**M1 wires**

Drawn at 1 px/um. Supply wires on this layer in gray.
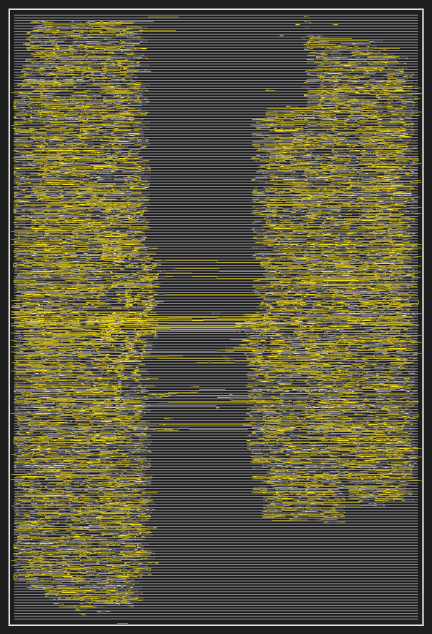
**Cell area per tile**

Drawn at 0.5 px/um. 21 x 31 tiles, from dark blue (low) to red (high), 0 to 100% covered.
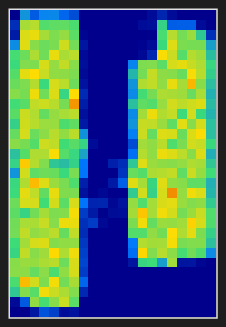
**Wires at chosen ports, followed through buffers**

Drawn at 1 px/um.
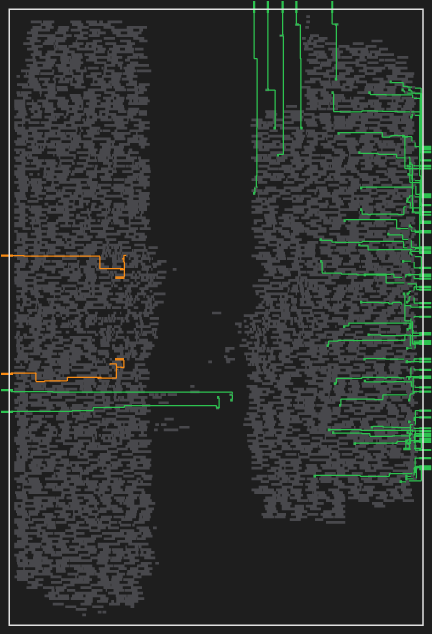
**Placed standard cells**

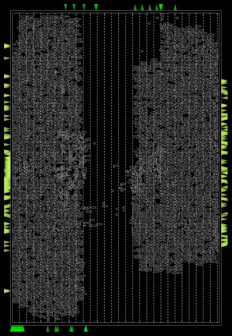
`src/rtl/peripheral_mpi_mc_wb.sv`:
```
`default_nettype none
// ============================================================================
//  Module   : peripheral_mpi_mc_wb
//  Purpose  : Multi-channel message-passing endpoint behind one Wishbone
//             slave. Each channel has a TX staging buffer that software fills
//             flit by flit and then commits, and an RX FIFO of {last, flit}
//             that software drains word by word.
//  Ports    : clk, rst (async, active-high)
//             noc_out_* : per-channel TX flit/last/valid, ready in
//             noc_in_*  : per-channel RX flit/last/valid, ready out
//             wb_*      : Wishbone slave (adr/we/cyc/stb/dat in, dat/ack/err out)
//             irq       : per-channel level interrupt (rx packets pending)
//  Register map (per channel, adr[7:4] = channel, adr[3:2] = register):
//             0x0 DATA  0x4 SEND  0x8 STATUS  0xC CTRL
//  Revision : 1.0 - initial release
// ============================================================================
module peripheral_mpi_mc_wb #(
    parameter int NOC_FLIT_WIDTH = 32,
    parameter int CHANNELS       = 2,
    parameter int DEPTH          = 16
) (
    input  logic                               clk,
    input  logic                               rst,
    output logic [CHANNELS*NOC_FLIT_WIDTH-1:0] noc_out_flit,
    output logic [CHANNELS-1:0]                noc_out_last,
    output logic [CHANNELS-1:0]                noc_out_valid,
    input  logic [CHANNELS-1:0]                noc_out_ready,
    input  logic [CHANNELS*NOC_FLIT_WIDTH-1:0] noc_in_flit,
    input  logic [CHANNELS-1:0]                noc_in_last,
    input  logic [CHANNELS-1:0]                noc_in_valid,
    output logic [CHANNELS-1:0]                noc_in_ready,
    input  logic [31:0]                        wb_adr_i,
    input  logic                               wb_we_i,
    input  logic                               wb_cyc_i,
    input  logic                               wb_stb_i,
    input  logic [31:0]                        wb_dat_i,
    output logic [31:0]                        wb_dat_o,
    output logic                               wb_ack_o,
    output logic                               wb_err_o,
    output logic [CHANNELS-1:0]                irq
);

    localparam int c_W     = NOC_FLIT_WIDTH;
    localparam int c_PTR_W = $clog2(DEPTH);
    localparam int c_CNT_W = c_PTR_W + 1;

    localparam logic [c_CNT_W-1:0] c_CNT_ONE  = c_CNT_W'(1);
    localparam logic [c_CNT_W-1:0] c_CNT_FULL = c_CNT_W'(DEPTH);
    localparam logic [c_PTR_W-1:0] c_PTR_ONE  = c_PTR_W'(1);

    localparam logic [1:0] c_REG_DATA   = 2'd0;
    localparam logic [1:0] c_REG_SEND   = 2'd1;
    localparam logic [1:0] c_REG_STATUS = 2'd2;
    localparam logic [1:0] c_REG_CTRL   = 2'd3;

    // ------------------------------------------------------------------
    // Per-channel state exported to the bus decoder
    // ------------------------------------------------------------------
    logic [CHANNELS-1:0]              w_tx_busy;
    logic [CHANNELS-1:0][c_CNT_W-1:0] w_tx_cnt;
    logic [CHANNELS-1:0][c_CNT_W-1:0] w_rx_flits;
    logic [CHANNELS-1:0][c_CNT_W-1:0] w_rx_pkts;
    logic [CHANNELS-1:0][c_W-1:0]     w_rx_head_flit;
    logic [CHANNELS-1:0]              w_rx_head_last;
    logic [CHANNELS-1:0]              w_irq_en;

    // ------------------------------------------------------------------
    // Bus request sampling. The ack/err cycle blocks re-sampling so every
    // access is exactly two cycles. The decoded operation is held in r_op_*
    // and committed to channel state at the end of the ack cycle.
    // ------------------------------------------------------------------
    logic        r_ack;
    logic        r_err;
    logic [31:0] r_dat;
    logic        r_op_we;
    logic [1:0]  r_op_reg;
    logic [3:0]  r_op_ch;
    logic [31:0] r_op_wdat;

    logic        w_req;
    logic [3:0]  w_ch;
    logic [1:0]  w_reg;
    logic        w_ack_n;
    logic        w_err_n;
    logic [31:0] w_dat_n;

    logic               w_ok;
    logic               w_s_busy;
    logic [c_CNT_W-1:0] w_s_cnt;
    logic [c_CNT_W-1:0] w_s_flits;
    logic [c_CNT_W-1:0] w_s_pkts;
    logic [c_W-1:0]     w_s_head;
    logic               w_s_head_last;
    logic               w_s_irq_en;

    logic w_unused;
    assign w_unused = &{1'b0, wb_adr_i[31:8], wb_adr_i[1:0], r_op_wdat};

    assign w_req = wb_cyc_i & wb_stb_i & ~r_ack & ~r_err;
    assign w_ch  = wb_adr_i[7:4];
    assign w_reg = wb_adr_i[3:2];

    // Select the addressed channel's state; out-of-range leaves w_ok low.
    always_comb begin
        w_ok          = 1'b0;
        w_s_busy      = 1'b0;
        w_s_cnt       = '0;
        w_s_flits     = '0;
        w_s_pkts      = '0;
        w_s_head      = '0;
        w_s_head_last = 1'b0;
        w_s_irq_en    = 1'b0;
        for (int c = 0; c < CHANNELS; c++) begin
            if (w_ch == 4'(c)) begin
                w_ok          = 1'b1;
                w_s_busy      = w_tx_busy[c];
                w_s_cnt       = w_tx_cnt[c];
                w_s_flits     = w_rx_flits[c];
                w_s_pkts      = w_rx_pkts[c];
                w_s_head      = w_rx_head_flit[c];
                w_s_head_last = w_rx_head_last[c];
                w_s_irq_en    = w_irq_en[c];
            end
        end
    end

    always_comb begin
        w_ack_n = 1'b0;
        w_err_n = 1'b0;
        w_dat_n = '0;
        if (w_req) begin
            if (!w_ok) begin
                w_err_n = 1'b1;
            end else begin
                case (w_reg)
                    c_REG_DATA: begin
                        if (wb_we_i) begin
                            if ((w_s_cnt == c_CNT_FULL) || w_s_busy) w_err_n = 1'b1;
                            else                                    w_ack_n = 1'b1;
                        end else begin
                            if (w_s_flits == '0) begin
                                w_err_n = 1'b1;
                            end else begin
                                w_ack_n = 1'b1;
                                w_dat_n = 32'(w_s_head);
                            end
                        end
                    end
                    c_REG_SEND: begin
                        if (wb_we_i) begin
                            if ((w_s_cnt == '0) || w_s_busy) w_err_n = 1'b1;
                            else                            w_ack_n = 1'b1;
                        end else begin
                            w_ack_n = 1'b1;
                            // Head marker is only meaningful with data present
                            w_dat_n = {31'b0, w_s_head_last & (w_s_flits != '0)};
                        end
                    end
                    c_REG_STATUS: begin
                        if (wb_we_i) begin
                            w_err_n = 1'b1;
                        end else begin
                            w_ack_n = 1'b1;
                            w_dat_n = {w_s_busy, 7'b0, 8'(w_s_pkts), 8'(w_s_flits), 8'(w_s_cnt)};
                        end
                    end
                    c_REG_CTRL: begin
                        w_ack_n = 1'b1;
                        w_dat_n = wb_we_i ? 32'b0 : {31'b0, w_s_irq_en};
                    end
                endcase
            end
        end
    end

    always_ff @(posedge clk or posedge rst) begin
        if (rst) begin
            r_ack     <= 1'b0;
            r_err     <= 1'b0;
            r_dat     <= '0;
            r_op_we   <= 1'b0;
            r_op_reg  <= '0;
            r_op_ch   <= '0;
            r_op_wdat <= '0;
        end else begin
            r_ack <= w_ack_n;
            r_err <= w_err_n;
            r_dat <= w_dat_n;
            if (w_ack_n) begin
                r_op_we   <= wb_we_i;
                r_op_reg  <= w_reg;
                r_op_ch   <= w_ch;
                r_op_wdat <= wb_dat_i;
            end
        end
    end

    assign wb_ack_o = r_ack;
    assign wb_err_o = r_err;
    assign wb_dat_o = r_dat;

    // ------------------------------------------------------------------
    // Channels
    // ------------------------------------------------------------------
    for (genvar c = 0; c < CHANNELS; c++) begin : g_ch
        logic [c_W-1:0]     r_tx_mem [DEPTH];
        logic [c_CNT_W-1:0] r_tx_cnt;
        logic [c_PTR_W-1:0] r_tx_rd;
        logic               r_tx_busy;

        logic [c_W:0]       r_rx_mem [DEPTH];   // {last, flit}
        logic [c_PTR_W-1:0] r_rx_wp;
        logic [c_PTR_W-1:0] r_rx_rp;
        logic [c_CNT_W-1:0] r_rx_flits;
        logic [c_CNT_W-1:0] r_rx_pkts;
        logic               r_rx_rdy;
        logic               r_irq_en;
        logic               r_irq;

        logic               w_cmt;
        logic               w_stage;
        logic               w_send;
        logic               w_pop;
        logic               w_ctrl_wr;
        logic               w_tx_fire;
        logic               w_tx_last;
        logic               w_push;
        logic               w_push_last;
        logic               w_pop_last;
        logic [c_W:0]       w_rx_head;
        logic [c_CNT_W-1:0] w_rx_flits_nxt;

        assign w_cmt     = r_ack && (r_op_ch == 4'(c));
        assign w_stage   = w_cmt &  r_op_we & (r_op_reg == c_REG_DATA);
        assign w_send    = w_cmt &  r_op_we & (r_op_reg == c_REG_SEND);
        assign w_pop     = w_cmt & ~r_op_we & (r_op_reg == c_REG_DATA);
        assign w_ctrl_wr = w_cmt &  r_op_we & (r_op_reg == c_REG_CTRL);

        // ---------------- TX ----------------
        assign w_tx_last = ({1'b0, r_tx_rd} == (r_tx_cnt - c_CNT_ONE));
        assign w_tx_fire = r_tx_busy & noc_out_ready[c];

        always_ff @(posedge clk) begin
            if (w_stage) r_tx_mem[r_tx_cnt[c_PTR_W-1:0]] <= r_op_wdat[c_W-1:0];
        end

        always_ff @(posedge clk or posedge rst) begin
            if (rst) begin
                r_tx_cnt  <= '0;
                r_tx_rd   <= '0;
                r_tx_busy <= 1'b0;
            end else begin
                if (w_stage) r_tx_cnt <= r_tx_cnt + c_CNT_ONE;
                if (w_send) begin
                    r_tx_busy <= 1'b1;
                    r_tx_rd   <= '0;
                end
                if (w_tx_fire) begin
                    if (w_tx_last) begin
                        r_tx_busy <= 1'b0;
                        r_tx_cnt  <= '0;
                        r_tx_rd   <= '0;
                    end else begin
                        r_tx_rd <= r_tx_rd + c_PTR_ONE;
                    end
                end
            end
        end

        assign noc_out_valid[c]          = r_tx_busy;
        assign noc_out_last[c]           = r_tx_busy & w_tx_last;
        assign noc_out_flit[c*c_W +: c_W] = r_tx_busy ? r_tx_mem[r_tx_rd] : '0;

        // ---------------- RX ----------------
        assign w_push      = noc_in_valid[c] & r_rx_rdy;
        assign w_push_last = w_push & noc_in_last[c];
        assign w_rx_head   = r_rx_mem[r_rx_rp];
        assign w_pop_last  = w_pop & w_rx_head[c_W];

        always_comb begin
            w_rx_flits_nxt = r_rx_flits;
            if (w_push && !w_pop)      w_rx_flits_nxt = r_rx_flits + c_CNT_ONE;
            else if (!w_push && w_pop) w_rx_flits_nxt = r_rx_flits - c_CNT_ONE;
        end

        always_ff @(posedge clk) begin
            if (w_push) r_rx_mem[r_rx_wp] <= {noc_in_last[c], noc_in_flit[c*c_W +: c_W]};
        end

        // Ready is registered from the next fill level so it is 0 in reset
        // and tracks "not full" exactly one edge later.
        always_ff @(posedge clk or posedge rst) begin
            if (rst) begin
                r_rx_wp    <= '0;
                r_rx_rp    <= '0;
                r_rx_flits <= '0;
                r_rx_pkts  <= '0;
                r_rx_rdy   <= 1'b0;
                r_irq_en   <= 1'b0;
                r_irq      <= 1'b0;
            end else begin
                if (w_push) r_rx_wp <= r_rx_wp + c_PTR_ONE;
                if (w_pop)  r_rx_rp <= r_rx_rp + c_PTR_ONE;
                r_rx_flits <= w_rx_flits_nxt;
                r_rx_rdy   <= (w_rx_flits_nxt != c_CNT_FULL);
                if (w_push_last && !w_pop_last)      r_rx_pkts <= r_rx_pkts + c_CNT_ONE;
                else if (!w_push_last && w_pop_last) r_rx_pkts <= r_rx_pkts - c_CNT_ONE;
                if (w_ctrl_wr) r_irq_en <= r_op_wdat[0];
                r_irq <= r_irq_en & (r_rx_pkts != '0);
            end
        end

        assign noc_in_ready[c] = r_rx_rdy;
        assign irq[c]          = r_irq;

        assign w_tx_busy[c]      = r_tx_busy;
        assign w_tx_cnt[c]       = r_tx_cnt;
        assign w_rx_flits[c]     = r_rx_flits;
        assign w_rx_pkts[c]      = r_rx_pkts;
        assign w_rx_head_flit[c] = w_rx_head[c_W-1:0];
        assign w_rx_head_last[c] = w_rx_head[c_W];
        assign w_irq_en[c]       = r_irq_en;
    end

endmodule
`default_nettype wire

```
`config.mk`:
```
export PLATFORM = sky130hd
export DESIGN_NAME = peripheral_mpi_mc_wb
export DESIGN_NICKNAME = d
export VERILOG_FILES = /design/src/rtl/peripheral_mpi_mc_wb.sv
export SDC_FILE = /design/constraint.sdc
export NUM_CORES = 2
export LEC_CHECK = 0
export CAP_MARGIN = 20
export CORE_ASPECT_RATIO = 1.5
export CORE_MARGIN = 4
export CORE_UTILIZATION = 35
export DETAILED_ROUTE_END_ITERATION = 6
export SYNTH_ARGS = -nofsm -noshare
export SYNTH_HDL_FRONTEND = slang
export SYNTH_SLANG_ARGS = --single-unit
```
`constraint.sdc`:
```
create_clock -name clk -period 4.5 [get_ports clk]
set_input_delay 0.9 -clock clk [delete_from_list [all_inputs] [get_ports clk]]
set_output_delay 0.9 -clock clk [all_outputs]
set_load 0.01 [all_outputs]
```
==> impl_metrics.tcl <==
# implementation run metrics
set metrics [dict create \
    outcome "complete, no violations" \
    numPlacedInstances 7195 \
    hp-class "flip-flop to flip-flop" \
    cp_num_cells 7 \
    io_buffer_count 218 \
    ys_sh_xor_pct 0.531 \
    slew_viol_final 0 \
    viasPerCell 5.24 \
    ys_cells 3805 \
    enable_flop_cells 2080 \
    r2r_start "wb_ack_o" \
    hold_ws_ps 504 \
    drv_cap 0 \
    logic_family "multiplexers" \
    warnings 70 \
    hold_violations 0 \
    lay_top_cells "2080 x edfxtp_1, 601 x mux4_2, 217 x clkbuf_16" \
    fp_util_pct 35.2 \
    wl_per_cell_um 27.8 \
    cts_tree "yes" \
    critPathBufInv 4 \
    yosys.area_share.aoi_pct 1.50 \
    fin_skew_ps 60.7 \
    synthesis.area_sq_um 85800 \
    peakVddDrop_mv 0.437 \
    area_growth_pct 16.8 \
    regMostFlops "g_ch.r_rx_mem" \
    cts.sinks 2215 \
    hold_buffers 0 \
    grt-ovfl-total 0 \
    cts.htree.levels 4 \
    cp_cell_sequence "buf_12 -> buf_12 -> buf_16 -> mux4_2 -> mux4_2 -> and2_1 -> clkdlybuf4s50_1" \
    clkLatencyLatePin_ps 870 \
    max_slew.worst_pin.slew_ps 1100 \
]
Back to the opening pictures, 'M1 wires':
wire length on this layer: 80.5 mm
share of all routed wire: 38%
longest straight run: 125 um

Back to the opening pictures, 'cell area per tile':
emptiest ninth of the die: north
tiles over 75% full: 1.5%
mean over tiles: 38%
fullest tile: 84%

Back to the opening pictures, 'wires at chosen ports, followed through buffers':
[noc_in_ready] orange | direction: output | end cells: 2 | buffers: 2 | wire: 319 um
[noc_out_flit] green | direction: output | end cells: 64 | buffers: 64 | wire: 4400 um

Back to the opening pictures, 'placed standard cells':
final cell count without fillers: 7616
# Taps: 3248

==> per-layer routing <==
metal  routed length (um)  track usage [%]
met4                 8670             6.52
met1                80500             20.5
met2               108000             28.5
met5                  108                0
met3                13800             3.24
==> power by group <==
part	switching [uW]	internal [uW]	total, uW
Sequential	1270	24400	25700
Clock	7560	9720	17300
Combinational	5170	5150	10300
==> Yosys cell counts (5+ instances only) <==
master,count
nor3b_1,9
ha_1,34
dfrtp_1,135
edfxtp_1,2080
a31oi_1,7
buf_1,33
buf_4,11
mux2_4,6
inv_1,31
a21o_1,6
a22oi_1,30
mux2_2,44
nand2b_1,10
o211ai_1,8
nand2_1,52
mux4_2,601
nor2_1,70
and2_1,111
buf_2,66
o21ai_0,24
xnor2_1,30
nand3_1,13
nor4_1,10
xor2_1,22
a211o_1,7
nand4_1,7
and3_1,17
nor3_1,21
mux2i_1,60
o31ai_1,5
nor2b_1,15
clkbuf_1,97
a211oi_1,24
a21oi_1,44
==> through the flow <==
stage	total power, uW	util (%)	cell area (sq um)	worst slack, ps
after floorplan	31800	-	85800	320
after global placement	36200	38.1	93000	445
after detailed placement	36400	38.1	93000	388
after CTS	53900	41.0	99900	-2.38
after global routing	55400	41.1	100000	0.732
final	53300	41.1	100000	108
==> worst register-to-register path, stage by stage, from the launching register on <==
cell,delay (ps)
dfrtp_1,500
nor4b_4,460
nand3_1,300
nor3_2,570
nand2_1,380
nor2_4,580
buf_4,360
==> cell families after synthesis <==
kind of cell	count (synthesis)
simple gates	360
xor+xnor	52
fa+ha+maj	36
compound gates	189
buf+inv	242
mux	711
flops	2215
==> worst min-delay path by stage <==
stage | cells past startpoint | start | endpoint | slack (ps)
after detailed placement | 1 | g_ch[1].r_rx_pkts[4] | g_ch[1].r_rx_pkts[4] | 490
final | 1 | g_ch[1].r_rx_pkts[4] | g_ch[1].r_rx_pkts[4] | 500
after global routing | 1 | g_ch[0].r_rx_pkts[4] | g_ch[0].r_rx_pkts[4] | 520
after CTS | 1 | g_ch[1].r_rx_pkts[4] | g_ch[1].r_rx_pkts[4] | 500
after floorplan | 1 | g_ch[0].r_rx_flits[4] | g_ch[0].r_rx_flits[4] | 450
after global placement | 1 | g_ch[1].r_rx_pkts[4] | g_ch[1].r_rx_pkts[4] | 490
==> area by class of cell <==
| class | instances | area (sq um) |
|---|---|---|
| antenna | 15 | 37.5 |
| clock buffer | 284 | 5680 |
| clock inverter | 97 | 935 |
| fill | 21322 | 144000 |
| inverter | 31 | 120 |
| multi-input combinational | 1348 | 19200 |
| sequential | 2215 | 65900 |
| tap | 3248 | 4060 |
| timing repair buffer | 378 | 4290 |
==> timing repair <==
item | 4_1_cts | 5_1_grt
resized | 9 | 13
setup buffers | 15 | 0
setup endpoints to repair | 61 | 21
cloned | 1 | 5
pin swaps | 0 | 0
Power and IR drop assume default switching activity.
